$ cat src/rtl/add_operand_loader.sv
// Byte-serial operand loader for a 16-bit adder: gathers a, b, cin from an 8-bit stream,
// holds them stable for a settle window, then captures the 17-bit sum onto a valid/ready port.
module add_operand_loader #(
  parameter int SETTLE_CYCLES = 1
) (
  input  logic        clk,
  input  logic        rst_n,
  input  logic [7:0]  in_data,
  input  logic        in_sof,
  input  logic        in_cin,
  input  logic        in_valid,
  output logic        in_ready,
  output logic [15:0] add_a,
  output logic [15:0] add_b,
  output logic        add_cin,
  input  logic [16:0] add_sum,
  output logic [16:0] res_sum,
  output logic        res_valid,
  input  logic        res_ready,
  output logic        busy
);

  localparam int CW = (SETTLE_CYCLES > 1) ? $clog2(SETTLE_CYCLES) : 1;

  typedef enum logic [1:0] {S_LOAD, S_SETTLE, S_OUT} state_t;

  state_t        r_state;
  state_t        w_state_next;
  logic [1:0]    r_byte_cnt;
  logic [7:0]    r_a_lo;
  logic [7:0]    r_a_hi;
  logic [7:0]    r_b_lo;
  logic [CW-1:0] r_settle_cnt;
  logic [15:0]   r_add_a;
  logic [15:0]   r_add_b;
  logic          r_add_cin;
  logic [16:0]   r_res_sum;
  logic          r_res_valid;
  logic          w_accept;
  logic          w_last;
  logic          w_settle_done;

  assign in_ready      = rst_n & (r_state == S_LOAD);
  assign w_accept      = in_valid & in_ready;
  // A start-of-frame byte always restarts the frame, so it can never complete one.
  assign w_last        = w_accept & ~in_sof & (r_byte_cnt == 2'd3);
  assign w_settle_done = (r_state == S_SETTLE) && (r_settle_cnt == '0);

  always_ff @(posedge clk) begin
    if (!rst_n) begin
      r_state <= S_LOAD;
    end else begin
      r_state <= w_state_next;
    end
  end

  always_comb begin
    w_state_next = r_state;
    case (r_state)
      S_LOAD:   if (w_last) w_state_next = S_SETTLE;
      S_SETTLE: if (w_settle_done) w_state_next = S_OUT;
      S_OUT:    if (r_res_valid && res_ready) w_state_next = S_LOAD;
      default:  w_state_next = S_LOAD;
    endcase
  end

  always_ff @(posedge clk) begin
    if (!rst_n) begin
      r_byte_cnt   <= 2'd0;
      r_a_lo       <= 8'd0;
      r_a_hi       <= 8'd0;
      r_b_lo       <= 8'd0;
      r_settle_cnt <= '0;
      r_add_a      <= 16'd0;
      r_add_b      <= 16'd0;
      r_add_cin    <= 1'b0;
      r_res_sum    <= 17'd0;
      r_res_valid  <= 1'b0;
    end else begin
      if (w_accept) begin
        if (in_sof) begin
          r_a_lo     <= in_data;
          r_byte_cnt <= 2'd1;
        end else begin
          case (r_byte_cnt)
            2'd0: begin r_a_lo <= in_data; r_byte_cnt <= 2'd1; end
            2'd1: begin r_a_hi <= in_data; r_byte_cnt <= 2'd2; end
            2'd2: begin r_b_lo <= in_data; r_byte_cnt <= 2'd3; end
            default: begin
              // Adder inputs change only here, all together, keeping them glitch-free.
              r_add_a      <= {r_a_hi, r_a_lo};
              r_add_b      <= {in_data, r_b_lo};
              r_add_cin    <= in_cin;
              r_byte_cnt   <= 2'd0;
              r_settle_cnt <= CW'(SETTLE_CYCLES - 1);
            end
          endcase
        end
      end
      if (r_state == S_SETTLE) begin
        if (w_settle_done) begin
          r_res_sum   <= add_sum;
          r_res_valid <= 1'b1;
        end else begin
          r_settle_cnt <= r_settle_cnt - 1'b1;
        end
      end
      if ((r_state == S_OUT) && r_res_valid && res_ready) begin
        r_res_valid <= 1'b0;
      end
    end
  end

  assign add_a     = r_add_a;
  assign add_b     = r_add_b;
  assign add_cin   = r_add_cin;
  assign res_sum   = r_res_sum;
  assign res_valid = r_res_valid;
  assign busy      = (r_state == S_SETTLE) || (r_state == S_OUT);

endmodule

$ cat config.mk
export PLATFORM = sky130hd
export DESIGN_NAME = add_operand_loader
export DESIGN_NICKNAME = d
export VERILOG_FILES = /design/src/rtl/add_operand_loader.sv
export SDC_FILE = /design/constraint.sdc
export NUM_CORES = 1
export LEC_CHECK = 0
export CAP_MARGIN = 40
export CORE_ASPECT_RATIO = 2
export CORE_MARGIN = 3
export CORE_UTILIZATION = 40
export DETAILED_ROUTE_END_ITERATION = 16
export PLACE_DENSITY = 0.68
export SYNTH_ARGS = -nofsm -noshare
export SYNTH_HDL_FRONTEND = slang
export SYNTH_SLANG_ARGS = --single-unit
export TNS_END_PERCENT = 20
$ cat constraint.sdc
create_clock -name clk -period 2.2 [get_ports clk]
set_clock_uncertainty 0.05 [all_clocks]
set_input_delay 0.44 -clock clk [delete_from_list [all_inputs] [get_ports clk]]
set_output_delay 0.44 -clock clk [all_outputs]
set_load 0.01 [all_outputs]
==> run_results.csv <==
group,metric,value,unit
power_and_ir_drop,intPower,2.53,mW
synth,xor_share,0,
critical_path,path_cells,"inv_1, ha_1, and2_1, clkdlybuf4s50_1",
timing,final.setup.worst_slack,47.8,ps
floorplanning,chip_area,0.00909,mm^2
finish,largest_cell_class,"flip-flops and latches",
power_and_ir_drop,p_per_area,775,mW/mm^2
cts,cts_sinks,80,
timing,fin_crit_sh,0.978,
critical_path,crit_buf_inv,2,
drt,routed_wl,7.97,mm
status,status,"complete, no violations",
synth,ys_seq_share,0.506,
critical_path,crit_path_end,"in_ready",
synth,avgSynthCellArea,8.47,um^2
critical_path,worstSetupEndpointType,"output port",
synth,synth.distinct_cells,25,
synth,edf_count,0,
finish,lay_top_cells,"clkdlybuf4s50_1, dfxtp_1, a21oi_1, nand3_1, o21ai_0",
drt,vias,2864,
finish,buffers,96,
placement,portBuffers,83,
synth,netlist_instances,374,
floorplanning,tapCellCount,94,
synth,ys_top_cells_by_area,"dfxtp_1, a21oi_1, nand3_1",
finish,syn_to_final_growth,37.4,%
synth,async_reset_ff_frac,0,
placement,dpl_worst_slack,95.9,ps
finish,clockNetworkAreaShare,0.0612,
timing,slew_headroom,0.438,
cts,clkLatencyLatePin,330,ps
finish,num-clock-buffers,12,
synth,ys_top_cells_by_count,"dfxtp_1, a21oi_1, nand3_1, o21ai_0, nand2_1",
drt,firstDrtPassIters,4,
placement,gp_congestion,0.770,
finish,logic_gates,253,
power_and_ir_drop,p_total,3.37,mW
global_route,grt_use_met2,0.318,
power_and_ir_drop,swShare,0.251,
drt,routed-wl-met2,4.30,mm
hold_path,min_to,"res_sum[1]$_SDFFE_PN0P_",
synth,syn_area,0.00317,mm^2
critical_path,critical_path_required,1710,ps
critical_path,start_kind,"register",
cts,cts-resized-gates,0,
drt,ant_nets,0,
power_and_ir_drop,p_comb_frac,0.148,
global_route,grt_pass1_vias,2816,
power_and_ir_drop,switchingPower,0.848,mW
synth,fp_nets,415,
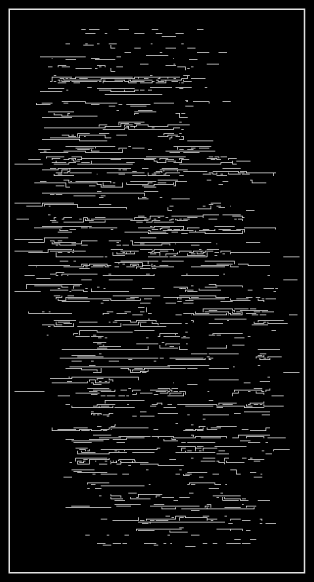
layer_met1.png
- longest straight run: 23.9 um
- share of all routed wire: 40%
- nets with wire on the layer: 433
- main direction: horizontal
- wire length on this layer: 3,150 um

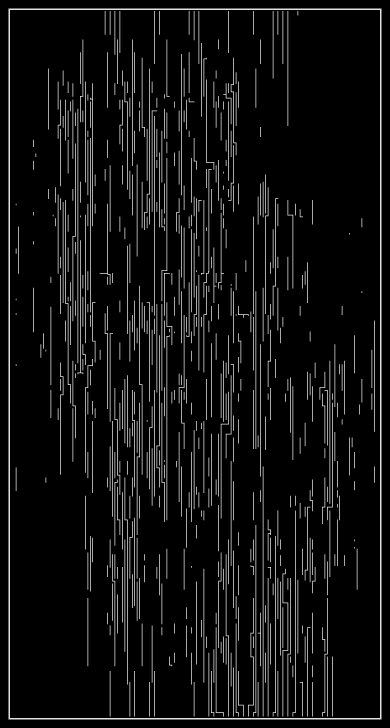
layer_met2.png
- longest straight run: 47.3 um
- main direction: vertical
- nets with wire on the layer: 395
- wire length on this layer: 4,300 um
- share of all routed wire: 54%

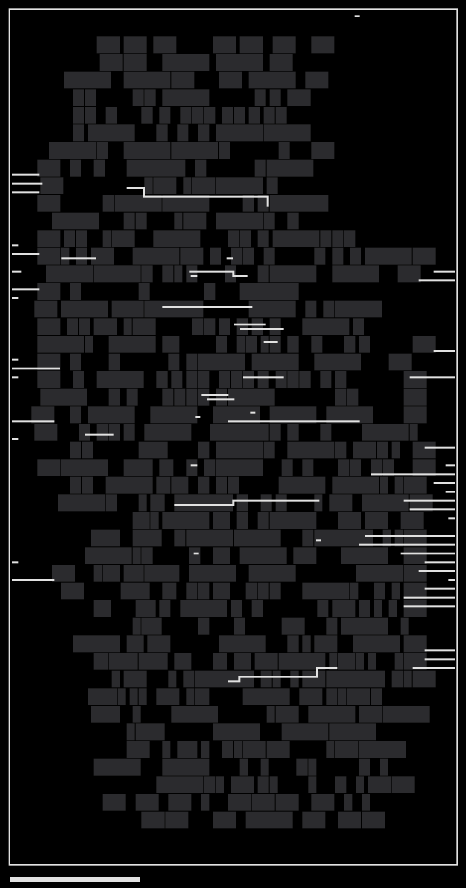
layer_met3.png
Bar = 20 um.
- nets with wire on the layer: 51
- share of all routed wire: 4.1%

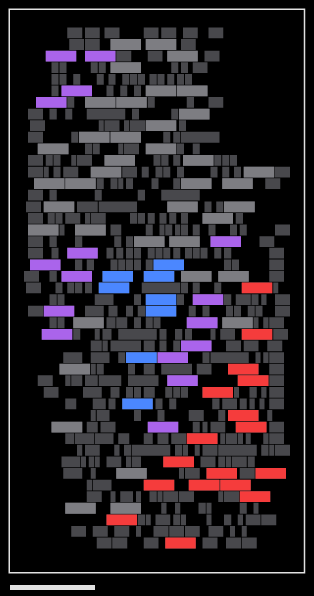
flops_by_reg.png
Bar = 20 um.
- r_b_lo: blue (sequential cells 8; where middle)
- res_sum: red (sequential cells 17; where bottom right)
- add_b: purple (sequential cells 16)
sequential cell area share: 0.368
Final Util: 0.569

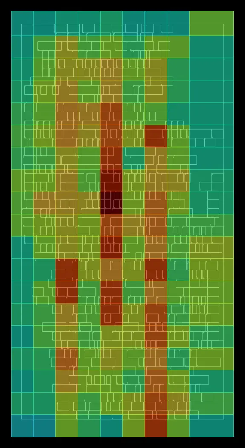
congestion.png
GRT busiest layer: met2
M3 GR Usage: 0.0401

